==> config.mk <==
export PLATFORM = sky130hd
export DESIGN_NAME = alu_result_skid_flat
export DESIGN_NICKNAME = d
export VERILOG_FILES = /design/src/rtl/alu_pkg.sv /design/src/rtl/alu_result_skid_if.sv /design/src/rtl/alu_flag_gen.sv /design/src/rtl/alu_result_skid.sv /design/src/flat_wrapper.sv
export SDC_FILE = /design/constraint.sdc
export NUM_CORES = 1
export LEC_CHECK = 0
export CAP_MARGIN = 20
export CORE_AREA = 10 10 91 93
export CTS_CLUSTER_SIZE = 10
export DETAILED_ROUTE_END_ITERATION = 12
export DIE_AREA = 0 0 101 103
export GPL_ROUTABILITY_DRIVEN = 0
export PLACE_DENSITY_LB_ADDON = 0.15
export REMOVE_ABC_BUFFERS = 1
export SLEW_MARGIN = 30
export SYNTH_ARGS = -nofsm -noshare
export SYNTH_HDL_FRONTEND = slang
export SYNTH_HIERARCHICAL = 1
export SYNTH_SLANG_ARGS = --single-unit
==> constraint.sdc <==
create_clock -name clk -period 2.3 [get_ports clk]
set_input_delay 0.23 -clock clk [delete_from_list [all_inputs] [get_ports clk]]
set_output_delay 0.23 -clock clk [all_outputs]
set_load 0.03 [all_outputs]
==> src/rtl/alu_pkg.sv <==
// -----------------------------------------------------------------------------
// alu_pkg
// Shared definitions for the ALU result output stage.
//   ALU_WIDTH    : datapath width, matches the result-select mux
//   skid_state_t : skid-buffer occupancy encoding (2'd3 is illegal)
//   flags_t      : per-entry status bits stored alongside the result
// -----------------------------------------------------------------------------
package alu_pkg;

   localparam int ALU_WIDTH = 32;

   // One state per occupancy level; 2'd3 never occurs in normal operation
   // and is steered back to ST_EMPTY by the next-state logic.
   typedef enum logic [1:0] {
      ST_EMPTY = 2'd0,
      ST_ONE   = 2'd1,
      ST_TWO   = 2'd2
   } skid_state_t;

   // Status bits carried with every entry; zero/neg are captured from the
   // incoming result so they never depend on registered data.
   typedef struct packed {
      logic carry;
      logic ovf;
      logic zero;
      logic neg;
   } flags_t;

   localparam int FLAGS_W = $bits(flags_t);

endpackage

==> src/rtl/alu_result_skid_if.sv <==
// -----------------------------------------------------------------------------
// alu_result_skid_if
// Handshake bundle between the result mux, the output stage and the consumer.
//   in_valid/in_ready/in_result/in_carry/in_ovf : upstream side
//   out_valid/out_ready/out_result/out_zero/out_neg/out_carry/out_ovf :
//                                                 downstream side
//   dbg_state : current skid-buffer occupancy, for observation only
// Modports: slave = the output stage, master = the environment around it.
//
// Handshake: a beat transfers on a rising clk edge where valid and ready are
// both 1. A source holding valid=1 keeps its payload stable until the beat
// transfers; ready may change freely and never depends combinationally on
// valid in this stage.
// -----------------------------------------------------------------------------
interface alu_result_skid_if #(
   parameter int WIDTH = alu_pkg::ALU_WIDTH
);
   logic                   in_valid;
   logic                   in_ready;
   logic [WIDTH-1:0]       in_result;
   logic                   in_carry;
   logic                   in_ovf;
   logic                   out_valid;
   logic                   out_ready;
   logic [WIDTH-1:0]       out_result;
   logic                   out_zero;
   logic                   out_neg;
   logic                   out_carry;
   logic                   out_ovf;
   alu_pkg::skid_state_t   dbg_state;

   modport slave (
      input  in_valid, in_result, in_carry, in_ovf, out_ready,
      output in_ready, out_valid, out_result, out_zero, out_neg,
             out_carry, out_ovf, dbg_state
   );

   modport master (
      output in_valid, in_result, in_carry, in_ovf, out_ready,
      input  in_ready, out_valid, out_result, out_zero, out_neg,
             out_carry, out_ovf, dbg_state
   );
endinterface

==> src/rtl/alu_flag_gen.sv <==
// -----------------------------------------------------------------------------
// alu_flag_gen
// Combinational zero/negative flag derivation for a WIDTH-bit value.
//   i_value : value to inspect
//   o_zero  : 1 when i_value == 0
//   o_neg   : sign bit of i_value
// -----------------------------------------------------------------------------
module alu_flag_gen #(
   parameter int WIDTH = alu_pkg::ALU_WIDTH
) (
   input  logic [WIDTH-1:0] i_value,
   output logic             o_zero,
   output logic             o_neg
);
   assign o_zero = (i_value == '0);
   assign o_neg  = i_value[WIDTH-1];
endmodule

==> src/rtl/alu_result_skid.sv <==
// -----------------------------------------------------------------------------
// alu_result_skid
// Registered output stage behind the ALU result mux. Captures result plus
// carry/overflow, derives zero/neg at accept time, and hands entries to the
// consumer through a 2-entry skid buffer so in_ready comes straight from the
// state register.
//   clk, rst   : clock, synchronous active-high reset
//   bus        : alu_result_skid_if.slave (upstream + downstream handshake)
// Optional (macro ALU_STICKY_OVF_EN):
//   clr_sticky : clears ovf_sticky (an overflow emit in the same cycle wins)
//   ovf_sticky : set by any emitted entry carrying ovf=1
// -----------------------------------------------------------------------------
module alu_result_skid
   import alu_pkg::*;
#(
   parameter int WIDTH = ALU_WIDTH
) (
   input  logic                  clk,
   input  logic                  rst,
   alu_result_skid_if.slave      bus
`ifdef ALU_STICKY_OVF_EN
   ,
   input  logic                  clr_sticky,
   output logic                  ovf_sticky
`endif
);

   typedef struct packed {
      logic [WIDTH-1:0] result;
      flags_t           flags;
   } entry_t;

   skid_state_t r_state;
   skid_state_t w_state_nxt;
   entry_t      r_m;          // main register, drives out_*
   entry_t      r_s;          // skid register, second entry
   entry_t      w_in_entry;
   logic        w_in_zero;
   logic        w_in_neg;
   logic        w_out_valid;
   logic        w_in_ready;
   logic        w_accept;
   logic        w_emit;
   logic        w_load_m_in;
   logic        w_load_m_s;
   logic        w_load_s;

   alu_flag_gen #(.WIDTH(WIDTH)) u_flag_gen (
      .i_value (bus.in_result),
      .o_zero  (w_in_zero),
      .o_neg   (w_in_neg)
   );

   assign w_in_entry.result      = bus.in_result;
   assign w_in_entry.flags.carry = bus.in_carry;
   assign w_in_entry.flags.ovf   = bus.in_ovf;
   assign w_in_entry.flags.zero  = w_in_zero;
   assign w_in_entry.flags.neg   = w_in_neg;

   // Decoded only from the state flop, so out_ready has no path to in_ready.
   // The illegal encoding reports neither valid nor ready for its one cycle.
   assign w_out_valid = (r_state == ST_ONE) || (r_state == ST_TWO);
   assign w_in_ready  = (r_state == ST_EMPTY) || (r_state == ST_ONE);

   assign w_accept = bus.in_valid & w_in_ready;
   assign w_emit   = w_out_valid & bus.out_ready;

   always_comb begin
      w_state_nxt = r_state;
      w_load_m_in = 1'b0;
      w_load_m_s  = 1'b0;
      w_load_s    = 1'b0;
      case (r_state)
         ST_EMPTY: begin
            if (w_accept) begin
               w_load_m_in = 1'b1;
               w_state_nxt = ST_ONE;
            end
         end
         ST_ONE: begin
            if (w_accept && w_emit) begin
               w_load_m_in = 1'b1;
            end else if (w_accept) begin
               w_load_s    = 1'b1;
               w_state_nxt = ST_TWO;
            end else if (w_emit) begin
               w_state_nxt = ST_EMPTY;
            end
         end
         ST_TWO: begin
            if (w_emit) begin
               w_load_m_s  = 1'b1;
               w_state_nxt = ST_ONE;
            end
         end
         default: w_state_nxt = ST_EMPTY;
      endcase
   end

   always_ff @(posedge clk) begin
      if (rst) begin
         r_state <= ST_EMPTY;
         r_m     <= '0;
         r_s     <= '0;
      end else begin
         r_state <= w_state_nxt;
         if (w_load_m_in) begin
            r_m <= w_in_entry;
         end else if (w_load_m_s) begin
            r_m <= r_s;
         end
         if (w_load_s) begin
            r_s <= w_in_entry;
         end
      end
   end

   assign bus.in_ready   = w_in_ready;
   assign bus.out_valid  = w_out_valid;
   assign bus.out_result = r_m.result;
   assign bus.out_zero   = r_m.flags.zero;
   assign bus.out_neg    = r_m.flags.neg;
   assign bus.out_carry  = r_m.flags.carry;
   assign bus.out_ovf    = r_m.flags.ovf;
   assign bus.dbg_state  = r_state;

`ifdef ALU_STICKY_OVF_EN
   logic r_ovf_sticky;

   // Set is checked before clear so an overflow leaving the stage is never
   // lost to a simultaneous clear.
   always_ff @(posedge clk) begin
      if (rst) begin
         r_ovf_sticky <= 1'b0;
      end else if (w_emit && r_m.flags.ovf) begin
         r_ovf_sticky <= 1'b1;
      end else if (clr_sticky) begin
         r_ovf_sticky <= 1'b0;
      end
   end

   assign ovf_sticky = r_ovf_sticky;
`endif

endmodule

==> src/flat_wrapper.sv <==
// flat-port wrapper written by rule: the top's interface ports become plain ports
module alu_result_skid_flat import alu_pkg::*;
#(
   parameter int WIDTH = ALU_WIDTH
)
  (clk, rst, bus_in_valid, bus_in_result, bus_in_carry, bus_in_ovf, bus_out_ready, bus_in_ready, bus_out_valid, bus_out_result, bus_out_zero, bus_out_neg, bus_out_carry, bus_out_ovf, bus_dbg_state);
  alu_result_skid_if #(.WIDTH(WIDTH)) bus_i ();
  input  logic clk;
  input  logic rst;
  input wire logic [$bits(bus_i.in_valid)-1:0] bus_in_valid;
  input wire logic [$bits(bus_i.in_result)-1:0] bus_in_result;
  input wire logic [$bits(bus_i.in_carry)-1:0] bus_in_carry;
  input wire logic [$bits(bus_i.in_ovf)-1:0] bus_in_ovf;
  input wire logic [$bits(bus_i.out_ready)-1:0] bus_out_ready;
  output wire logic [$bits(bus_i.in_ready)-1:0] bus_in_ready;
  output wire logic [$bits(bus_i.out_valid)-1:0] bus_out_valid;
  output wire logic [$bits(bus_i.out_result)-1:0] bus_out_result;
  output wire logic [$bits(bus_i.out_zero)-1:0] bus_out_zero;
  output wire logic [$bits(bus_i.out_neg)-1:0] bus_out_neg;
  output wire logic [$bits(bus_i.out_carry)-1:0] bus_out_carry;
  output wire logic [$bits(bus_i.out_ovf)-1:0] bus_out_ovf;
  output wire logic [$bits(bus_i.dbg_state)-1:0] bus_dbg_state;
  assign bus_i.in_valid = bus_in_valid;
  assign bus_i.in_result = bus_in_result;
  assign bus_i.in_carry = bus_in_carry;
  assign bus_i.in_ovf = bus_in_ovf;
  assign bus_i.out_ready = bus_out_ready;
  assign bus_in_ready = bus_i.in_ready;
  assign bus_out_valid = bus_i.out_valid;
  assign bus_out_result = bus_i.out_result;
  assign bus_out_zero = bus_i.out_zero;
  assign bus_out_neg = bus_i.out_neg;
  assign bus_out_carry = bus_i.out_carry;
  assign bus_out_ovf = bus_i.out_ovf;
  assign bus_dbg_state = bus_i.dbg_state;
  alu_result_skid #(.WIDTH(WIDTH)) u_core (.clk(clk), .rst(rst), .bus(bus_i));
endmodule
run_1/io_fan.png
Drawn at 3 px/um.
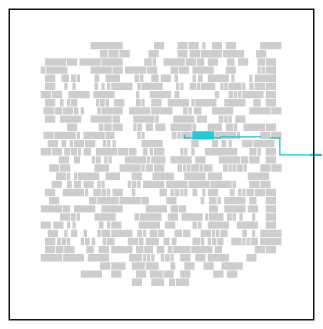
- bus_out_zero: cyan (bits 1; direction output; end cells 1; buffers 1; wire 46.6 um)

run_1/wires.png
Drawn at 4 px/um. Two of the layers only.
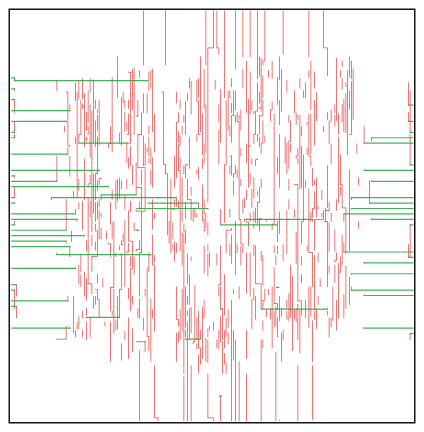
- metal 2: red (wire length 3630 um)
- metal 3: green (wire length 653 um)

run_1/io_placement.png
Drawn at 4 px/um. Pins as bars across the die edge, other pins in grey.
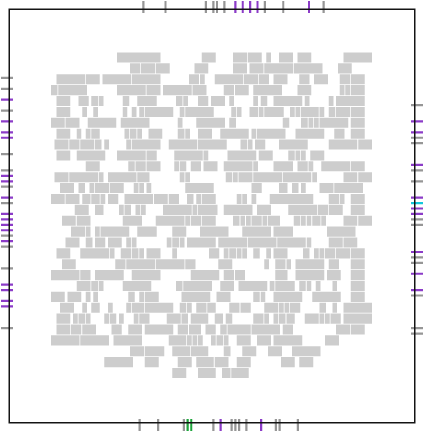
- bus_dbg_state: green (pins 2; direction output; edge south)
- bus_in_result: purple (pins 32; direction input; edge 16 west, 9 east, 5 north, 2 south)
- bus_out_zero: cyan (pins 1; direction output; edge east)

run_1/placement.png
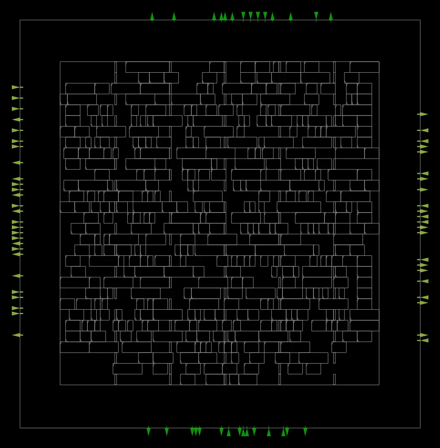
core area: 6570 um^2
share of the core filled with cells: 63.8%
sequential share of cell area: 35.3%
post-route non-filler standard cell count: 511

==> summary.txt, run 1 <==
Figures from the flow reports.

Power and ir drop:
- The run gives the group drawing the most power as sequential cells.
- The run gives the areal power density over the cells as 960 nW/um^2.
- The flow reports power dissipated in sequential cells as 1.58 mW.
- Power comes to 4.02 mW.
- The run gives the combinational power share as 32.6%.
- For this design the total switching power over the nets is 1.38 mW.
- The run gives the relative contribution of the clock network to total power as 28.1%.
- The run gives the largest vdd supply drop as 466 uV.

Synth:
- The run puts the register bit count reported by yosys at 74.
- The run gives the share of synthesized cell area in and-or and or-and compound cells as 16.6%.
- The run gives the synthesized area per cell as 8.68 um^2.
- Of the total synthesized cell area, the portion taken by full adders, half adders and majority gates is 2.04%.
- The run puts the async set-reset flop share out of synthesis at 0%.
- The cell count after synthesis came out at 354.
- The run gives the area share of and/or/nand/nor cells after synthesis as 17.3%.
- For reference, the mux area share after synthesis is 11.7%.
- The synthesized design contains 0 enable-type register cells.
- The largest total area in the synthesized netlist belongs to sky130_fd_sc_hd__dfxtp_1.
- The run gives the chip area from the yosys synthesis statistics as 3070 um^2.
- Ranked by total cell area, the synthesized netlist is headed by sky130_fd_sc_hd__dfxtp_1 (48%), sky130_fd_sc_hd__mux2i_1 (12%), sky130_fd_sc_hd__nand2_1 (9.2%).
- The synthesized netlist was found by Yosys to have 354 cells.

Place:
- The run puts the detailed-placement wirelength estimate at 5430 um.
- The run gives the number of port buffers as 77.
- The run puts the worst setup slack before clock tree synthesis at 0.378 ns.

Final layout:
- The run gives the layout overhead on the synthesized area as 36.4%.
- The final antenna diode tally reported by the flow is 0.
- According to the cell report, the number of logic gates is 252.
- After layout the signal buffers, clock cells excluded, come to 21.4% of cell area.
- Per the cell usage report, the commonest logic cells after layout are sky130_fd_sc_hd__clkdlybuf4s50_1 (74), sky130_fd_sc_hd__nand2_1 (74), sky130_fd_sc_hd__dfxtp_1 (74), sky130_fd_sc_hd__nor2_1 (39), sky130_fd_sc_hd__a21oi_1 (39).
- The run gives the area of all placed cells without fillers as 4190 um^2.
- In the final layout, clock buffers and inverters account for 5.40% of the cell area.
- In the final layout, excluding clock buffers the buffer count is 87.

Route:
- The run gives the number of antenna-violating nets in the routed design as 0.
- In the per-layer breakdown of the detailed-route log, met1 shows 3530 um.
- Wires add up to 7940 um.
- The run puts the first-pass detailed-route iteration total at 4.
- Using the TritonRoute via totals, the vias-per-cell ratio works out to 5.34.
- The run gives the number of remaining DRC errors as 0.

Floorplan:
- The run puts the I/O pin count at 78.
- For reference, the placement row count at floorplan is 30.
- The run gives the die footprint as 10400 um^2.
- Before placement the cells fill 46.8% of the core.
- The run puts the die outline width at 101 um.

Critical path:
- OpenSTA lists the critical path startpoint as u_core/bus.dbg_state[0].
- The run puts the critical path depth in cells at 6.
- The slowest stage of the critical path is the sky130_fd_sc_hd__or4_1 cell.
- The run gives the maximum cell stage delay along the critical path as 0.51 ns.
- The run gives the critical path required time as 2.57 ns.
- The run gives the critical path capture point as u_core/bus.dbg_state[0].
- The run gives the launch point of the worst reg-to-reg path as u_core/bus.dbg_state[0].
- The run puts the count of cells along the worst register-to-register path at 6.
- The run gives the endpoint of the most critical register-to-register path as u_core/bus.dbg_state[0].
- The run puts the register-to-register path setup slack at 0.35 ns.
- The report lists the cells along the critical path as inv_1, ha_1, nand2_1, o21a_1, or4_1, a21oi_1.
- The run puts the worst-path maximum fanout at 6.

Clocking:
- The run gives the number of hold buffers added after cts as 0.
- Looking at the clock tree report, the root buffer type is sky130_fd_sc_hd__clkbuf_8.
- The clock H-tree reported by CTS has 3 levels.
- The report lists the number of cells resized after CTS as 0.
- The run puts the clock buffer count from CTS at 9.
- The run puts the buffers inserted during post-CTS setup optimization at 0.

Global route:
- The run gives the global-route layer with the greatest usage as met2.
- The run gives the met1 capacity usage during global routing as 18.2%.
- Global routing used 15.2% of the available tracks.
- The run puts the leftover overflow at the end of global routing at 0.

Timing:
- The last timing report of the flow puts the setup violation total at 0.
- The run gives the worst-case headroom to the max-slew limit as 53.4%.

Status:
- The flow ran to the end, and the final reports show no timing, DRC or antenna violations.

Worst hold path:
- The startpoint identified for the worst hold timing path is rst.
- In the hold timing report, the worst path depth is 2.

Run:
- The run puts the number of logged tool warnings at 29.
run_1/sizes.png
Drawn at 4 px/um.
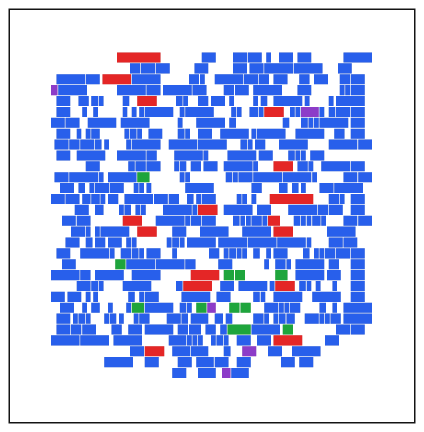

==> run 2, diff against run 1 <==
- clock period: 2.3 -> 1.9 ns (I/O delays scaled with it)
run_2/sizes.png
Drawn at 4 px/um.
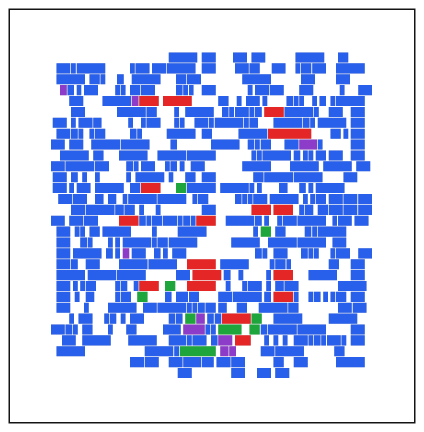
- _0 and _1 cells: blue (cells 396)
- _2 cells: purple (cells 9)
- _6 and larger: red (cells 17)
- _3 and _4 cells: green (cells 9)

==> summary.txt, run 2 <==
Figures from the flow reports.

Status:
- The run finished with clean final reports.

Floorplan:
- The I/O pin count is 78 (unchanged).
- The run puts the placeable core region at 6570 um^2 (unchanged).
- The run gives the floorplan core density as 46.8% (unchanged).
- The standard-cell row count is 30 (unchanged).
- The die outline width came to 101 um (unchanged).
- The die footprint came to 10400 um^2 (unchanged).
- Per the OpenROAD floorplan log, the height of the die is 103 um.

Global route:
- The aggregate global-route resource usage was 15.1% (-0.12 points).
- The run puts the number of antenna violations at the first check in global routing at 0.
- The global routing stage identified its most utilized layer as met2.
- The run gives the global-route wire length before repair as 12900 um.
- The run gives the met1 capacity usage during global routing as 17.9% (-0.25 points).
- The run gives the leftover overflow at the end of global routing as 0 (unchanged).
- The run puts the via count of the first global-routing pass at 2683.

Synth:
- The run puts the share of synthesized cell area in and-or and or-and compound cells at 16.6% (unchanged).
- The run gives the chip area from the yosys synthesis statistics as 3070 um^2 (unchanged).
- The cell type that accounts for the most area after synthesis is sky130_fd_sc_hd__dfxtp_1.
- The cell count in the Yosys report was 354 (unchanged).
- The post-synthesis cell count was 354 (unchanged).
- The run puts the netlist area before placement at 3070 um^2.
- The register bit count reported by yosys is 74 (unchanged).
- The run puts the adder-cell share of the synthesized area at 2.04% (unchanged).
- The area share of and/or/nand/nor cells after synthesis came to 17.3% (unchanged).
- The run gives the number of synthesized flops with an enable pin as 0 (unchanged).
- The run puts the synthesized area per cell at 8.68 um^2 (unchanged).
- The run puts the async set-reset flop share out of synthesis at 0% (unchanged).
- The post-synthesis mux area share came to 11.7% (unchanged).
- Sorting the synthesized cells by area gives the leading types as sky130_fd_sc_hd__dfxtp_1 (48%), sky130_fd_sc_hd__mux2i_1 (12%), sky130_fd_sc_hd__nand2_1 (9.2%).

Critical path:
- The worst-path maximum fanout was 6 (unchanged).
- The run puts the maximum cell stage delay along the critical path at 0.51 ns (about the same).
- The critical path depth in cells was 6 (unchanged).
- Per the timing report, the most critical flop-to-flop path originates at u_core/bus.dbg_state[1].
- The run gives the endpoint of the most critical register-to-register path as u_core/bus.dbg_state[0].
- The run puts the critical path required time at 2.16 ns (-0.41 ns).
- The cell sequence reported for the critical path is inv_1, ha_2, nor2b_1, o21a_1, or4_1, a21oi_1.
- Per the STA report, the cell with the highest stage delay on the worst path is sky130_fd_sc_hd__or4_1.
- In this run the worst setup path begins at u_core/bus.dbg_state[1].
- The run gives the critical path capture point as u_core/bus.dbg_state[0].
- Broken down by cell family, the worst path's largest delay share belongs to simple AND/OR/NAND/NOR gates.
- The run gives the count of cells along the worst register-to-register path as 6 (unchanged).
- The run gives the register-to-register path setup slack as 0.13 ns (-0.22 ns).

Timing:
- The run gives the final worst-path setup slack as 0.130 ns.
- The run gives the number of setup violations in the final report as 0 (unchanged).
- After layout, the setup clock skew is reported as 0.00829 ns.
- The transition time recorded at the tightest slew-check pin is 0.499 ns.
- The run puts the minimum hold slack at 0.320 ns.
- The run puts the post-route minimum period at 1.77 ns.
- The run puts the worst-case headroom to the max-slew limit at 66.7% (+13 points).
- The run puts the number of hold violations in the final report at 0.

Route:
- The run puts the number of remaining DRC errors at 0 (unchanged).
- The run gives the routed metal-1 wirelength as 3560 um (+0.85%).
- The run puts the first-pass detailed-route iteration total at 6 (+2).
- The run gives the number of antenna-violating nets in the routed design as 0 (unchanged).
- The run gives the total number of vias as 2739.
- The run puts the ratio of routed vias to standard cells at 5.36 (+0.40%).
- The total wire length after detailed routing is 7940 um (about the same).

Final layout:
- The run puts the layout overhead on the synthesized area at 36.2%.
- The count of non-filler cells in the finished layout is 511 (unchanged).
- The run gives the area of all placed cells without fillers as 4190 um^2 (-0.15%).
- The run gives the utilization after layout as 63.7% (-0.095 points).
- The run puts the count of flip-flops and latches at 74.
- The run gives the combinational share of cell area as 35.7%.
- The run gives the sequential share of cell area as 35.4% (+0.053 points).
- Ranking logic cells in the layout by count gives the top entries sky130_fd_sc_hd__clkdlybuf4s50_1 (74), sky130_fd_sc_hd__nand2_1 (74), sky130_fd_sc_hd__dfxtp_1 (74), sky130_fd_sc_hd__nor2_1 (39), sky130_fd_sc_hd__a21oi_1 (39).
- The run gives the number of antenna repair diodes as 0 (unchanged).
- Ranked by flip-flop count, first place goes to u_core/r_s.
- The run puts the non-clock buffer total of the final layout at 88 (+1.1%).
- The run gives the non-clock buffer share of cell area as 21.7% (+0.33 points).
- The run gives the final-layout clock-cell area share as 4.60% (-0.80 points).
- The run gives the count of clock-net buffers in the final layout as 10.
- The run gives the multi-input gate count as 252 (unchanged).

Power and ir drop:
- The run gives the total power draw as 4.75 mW (+18%).
- The run puts the switching share of power at 34.4%.
- The run gives the areal power density over the cells as 1130 nW/um^2 (+18%).
- The relative contribution of the clock network to total power is 25.1% (-3.0 points).
- In the power breakdown, the biggest contributor is sequential cells.
- The run gives the power consumed by the clock network as 1.19 mW.
- The run gives the switching component of the power as 1.64 mW (+18%).
- The combinational power share came to 34.7% (+2.1 points).
- The run puts the reported sequential group power at 1.91 mW (+21%).
- The run puts the largest vdd supply drop at 616 uV (+32%).

Place:
- After detailed placement, the total cell area comes to 3980 um^2.
- The worst setup slack before clock tree synthesis is 0.0410 ns (-0.338 ns).
- The run puts the number of port buffers at 77 (unchanged).
- The run gives the detailed-placement wirelength estimate as 5400 um (-0.61%).
- The run gives the number of cells in the design after placement as 496.

Worst hold path:
- The launch point of the worst min-delay path is recorded as rst.
- The run gives the class of the most critical hold timing path as input pin to flip-flop.
- The hold-critical path depth is 2 (unchanged).

Clocking:
- The run gives the buffers inserted during post-CTS setup optimization as 0 (unchanged).
- Looking at the clock tree report, the root buffer type is sky130_fd_sc_hd__clkbuf_8.
- The run gives the CTS H-tree depth as 3 (unchanged).
- The run puts the count of instances resized after the clock tree is built at 3 (+3).
- The run gives the number of hold buffers added after cts as 0 (unchanged).
- The run gives the clock buffer count from CTS as 9 (unchanged).

Run:
- The number of logged tool warnings was 29 (unchanged).
run_2/placement.png
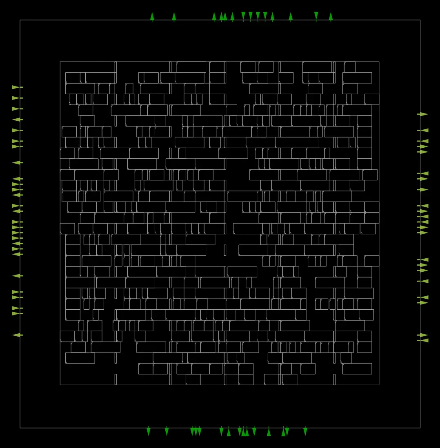

==> run 3, diff against run 2 <==
- CELL_PAD_IN_SITES_DETAIL_PLACEMENT: not set -> 1
- CELL_PAD_IN_SITES_GLOBAL_PLACEMENT: not set -> 1
- CORE_AREA: 10 10 91 93 -> 10 10 104 106
- DIE_AREA: 0 0 101 103 -> 0 0 114 116
run_3/placement.png
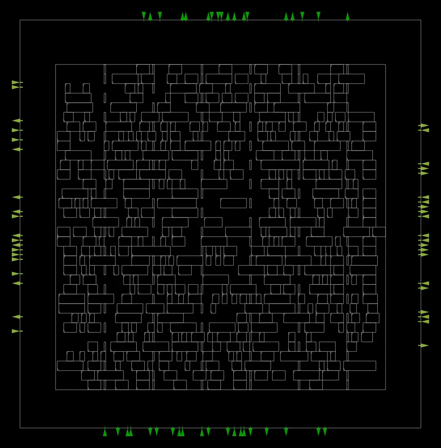
number of well taps: 108
share of the core filled with cells: 50.0%
FILL cells: 1008

==> summary.txt, run 3 <==
Figures from the flow reports.

Clocking:
- The run puts the buffers inserted during post-CTS setup optimization at 0 (unchanged).
- In this run the clock root is driven by a sky130_fd_sc_hd__clkbuf_8.
- The clock buffer count from CTS came to 9 (unchanged).
- The run gives the count of instances resized after the clock tree is built as 5 (+2).
- The run gives the maximum buffer depth of the clock tree as 2.
- The run gives the number of hold buffers added after cts as 0 (unchanged).
- The run gives the CTS H-tree depth as 3 (unchanged).

Critical path:
- The run gives the register-to-register path setup slack as 0.12 ns (about the same).
- Looking at the critical path, the single cell with the biggest stage delay is sky130_fd_sc_hd__or4_1.
- For the worst reg-to-reg path, the endpoint reported by OpenROAD is u_core/bus.dbg_state[0].
- The maximum cell stage delay along the critical path is 0.51 ns (about the same).
- The signal on the critical path passes through inv_1, ha_4, nand2_1, o21a_1, or4_1, a21oi_1.
- The count of cells along the worst register-to-register path was 6 (unchanged).
- The run gives the critical path depth in cells as 6 (unchanged).
- The launch point of the worst register-to-register path is recorded as u_core/bus.dbg_state[0].
- Broken down by cell family, the worst path's largest delay share belongs to simple AND/OR/NAND/NOR gates.
- The run gives the worst-path maximum fanout as 6 (unchanged).
- The critical path required time is 2.16 ns (about the same).

Worst hold path:
- The run gives the class of the most critical hold timing path as input pin to flip-flop.
- The run gives the hold-critical path depth as 2 (unchanged).
- Looking at hold timing, the worst path starts from rst.

Synth:
- The main area contributors are sky130_fd_sc_hd__dfxtp_1 (48%), sky130_fd_sc_hd__mux2i_1 (12%), sky130_fd_sc_hd__nand2_1 (9.2%).
- The run gives the post-synthesis mux area share as 11.7% (unchanged).
- The run puts the cell count in the Yosys report at 354 (unchanged).
- The run puts the adder-cell share of the synthesized area at 2.04% (unchanged).
- The run puts the async set-reset flop share out of synthesis at 0% (unchanged).
- The synthesized area per cell came to 8.68 um^2 (unchanged).
- The run gives the register bit count reported by yosys as 74 (unchanged).
- The post-synthesis cell count is 354 (unchanged).
- The run gives the cell taking the most area after synthesis as sky130_fd_sc_hd__dfxtp_1.
- The run gives the netlist area before placement as 3070 um^2 (unchanged).
- The run puts the chip area from the yosys synthesis statistics at 3070 um^2 (unchanged).

Timing:
- The run gives the number of setup violations in the final report as 0 (unchanged).
- The number of hold violations in the final report came to 0 (unchanged).
- The run gives the slew at the pin with the worst max-slew slack as 0.648 ns (+0.149 ns).
- The run puts the post-route minimum period at 1.78 ns (+0.00940 ns).
- The worst-case clock skew is 0.0167 ns (+0.00843 ns).
- The run puts the final worst-path setup slack at 0.120 ns (-0.00940 ns).
- The worst-case headroom to the max-slew limit is 56.8% (-9.9 points).

Global route:
- The run gives the number of antenna violations at the first check in global routing as 0 (unchanged).
- The leftover overflow at the end of global routing is 0 (unchanged).
- The run puts the via count of the first global-routing pass at 2936 (+9.4%).
- The run puts the global-route wire length before repair at 15000 um (+17%).
- The met1 capacity usage during global routing came to 17.0% (-0.92 points).
- met2 is the most crowded layer.
- The aggregate global-route resource usage came to 14.0% (-1.1 points).

Route:
- The run gives the routed metal-1 wirelength as 4140 um (+16%).
- The run puts the number of remaining DRC errors at 0 (unchanged).
- The first-pass detailed-route iteration total was 4 (-2).
- The run gives the total number of vias as 2790 (+1.9%).
- The total wire length after detailed routing is 9050 um (+14%).
- The run puts the number of antenna-violating nets in the routed design at 0 (unchanged).

Final layout:
- The combinational share of cell area was 34.6% (-1.2 points).
- u_core/r_s holds more flip-flops than any other register.
- The run puts the count of flip-flops and latches at 74 (unchanged).
- The run puts the number of antenna repair diodes at 0 (unchanged).
- The run gives the area occupied by multi-input gates as 1500 um^2.
- The run gives the sequential share of cell area as 34.2% (-1.2 points).
- The run gives the final-layout clock-cell area share as 5.82% (+1.2 points).
- The count of clock-net buffers in the final layout is 12 (+2).
- The run gives the non-clock buffer share of cell area as 22.1% (+0.44 points).
- The library cells used most frequently in the layout, excluding fill and tap cells, are sky130_fd_sc_hd__clkdlybuf4s50_1 (74), sky130_fd_sc_hd__nand2_1 (74), sky130_fd_sc_hd__dfxtp_1 (73), sky130_fd_sc_hd__nor2_1 (39), sky130_fd_sc_hd__a21oi_1 (39).
- The run puts the layout overhead on the synthesized area at 41.2%.
- The non-clock buffer total of the final layout came to 93 (+5.7%).

Power and ir drop:
- The largest vdd supply drop is 473 uV (-23%).
- The run puts the total power draw at 5.14 mW (+8.2%).
- The run puts the switching share of power at 32.9% (-1.5 points).
- The run gives the combinational power share as 32.8% (-1.9 points).
- The run puts the areal power density over the cells at 1180 nW/um^2 (+4.4%).
- The power consumed by the clock network was 1.54 mW (+29%).
- The run puts the relative contribution of the clock network to total power at 29.9% (+4.8 points).
- The group that draws the most power in this run is sequential cells.
- The run puts the reported sequential group power at 1.91 mW (about the same).
- The run puts the switching component of the power at 1.69 mW (+3.5%).

Place:
- The worst setup slack before clock tree synthesis is -0.0101 ns (-0.0511 ns).
- The run gives the post-place instance area as 4070 um^2 (+2.3%).
- The detailed-placement wirelength estimate was 6340 um (+17%).
- The number of cells in the design after placement is 529 (+6.7%).

Floorplan:
- The I/O pin count was 78 (unchanged).
- The run gives the overall die height as 116 um (+13%).
- The run puts the die footprint at 13200 um^2 (+27%).
- The standard-cell row count came to 34 (+13%).
- The run gives the placeable core region as 8680 um^2 (+32%).
- The run gives the floorplan core density as 35.4% (-11 points).
- The die outline width came to 114 um (+13%).

Run:
- The number of logged tool warnings came to 29 (unchanged).

Status:
- The flow ran to the end, and the final reports show no timing, DRC or antenna violations.
Power is estimated from default activity; no workload was simulated.
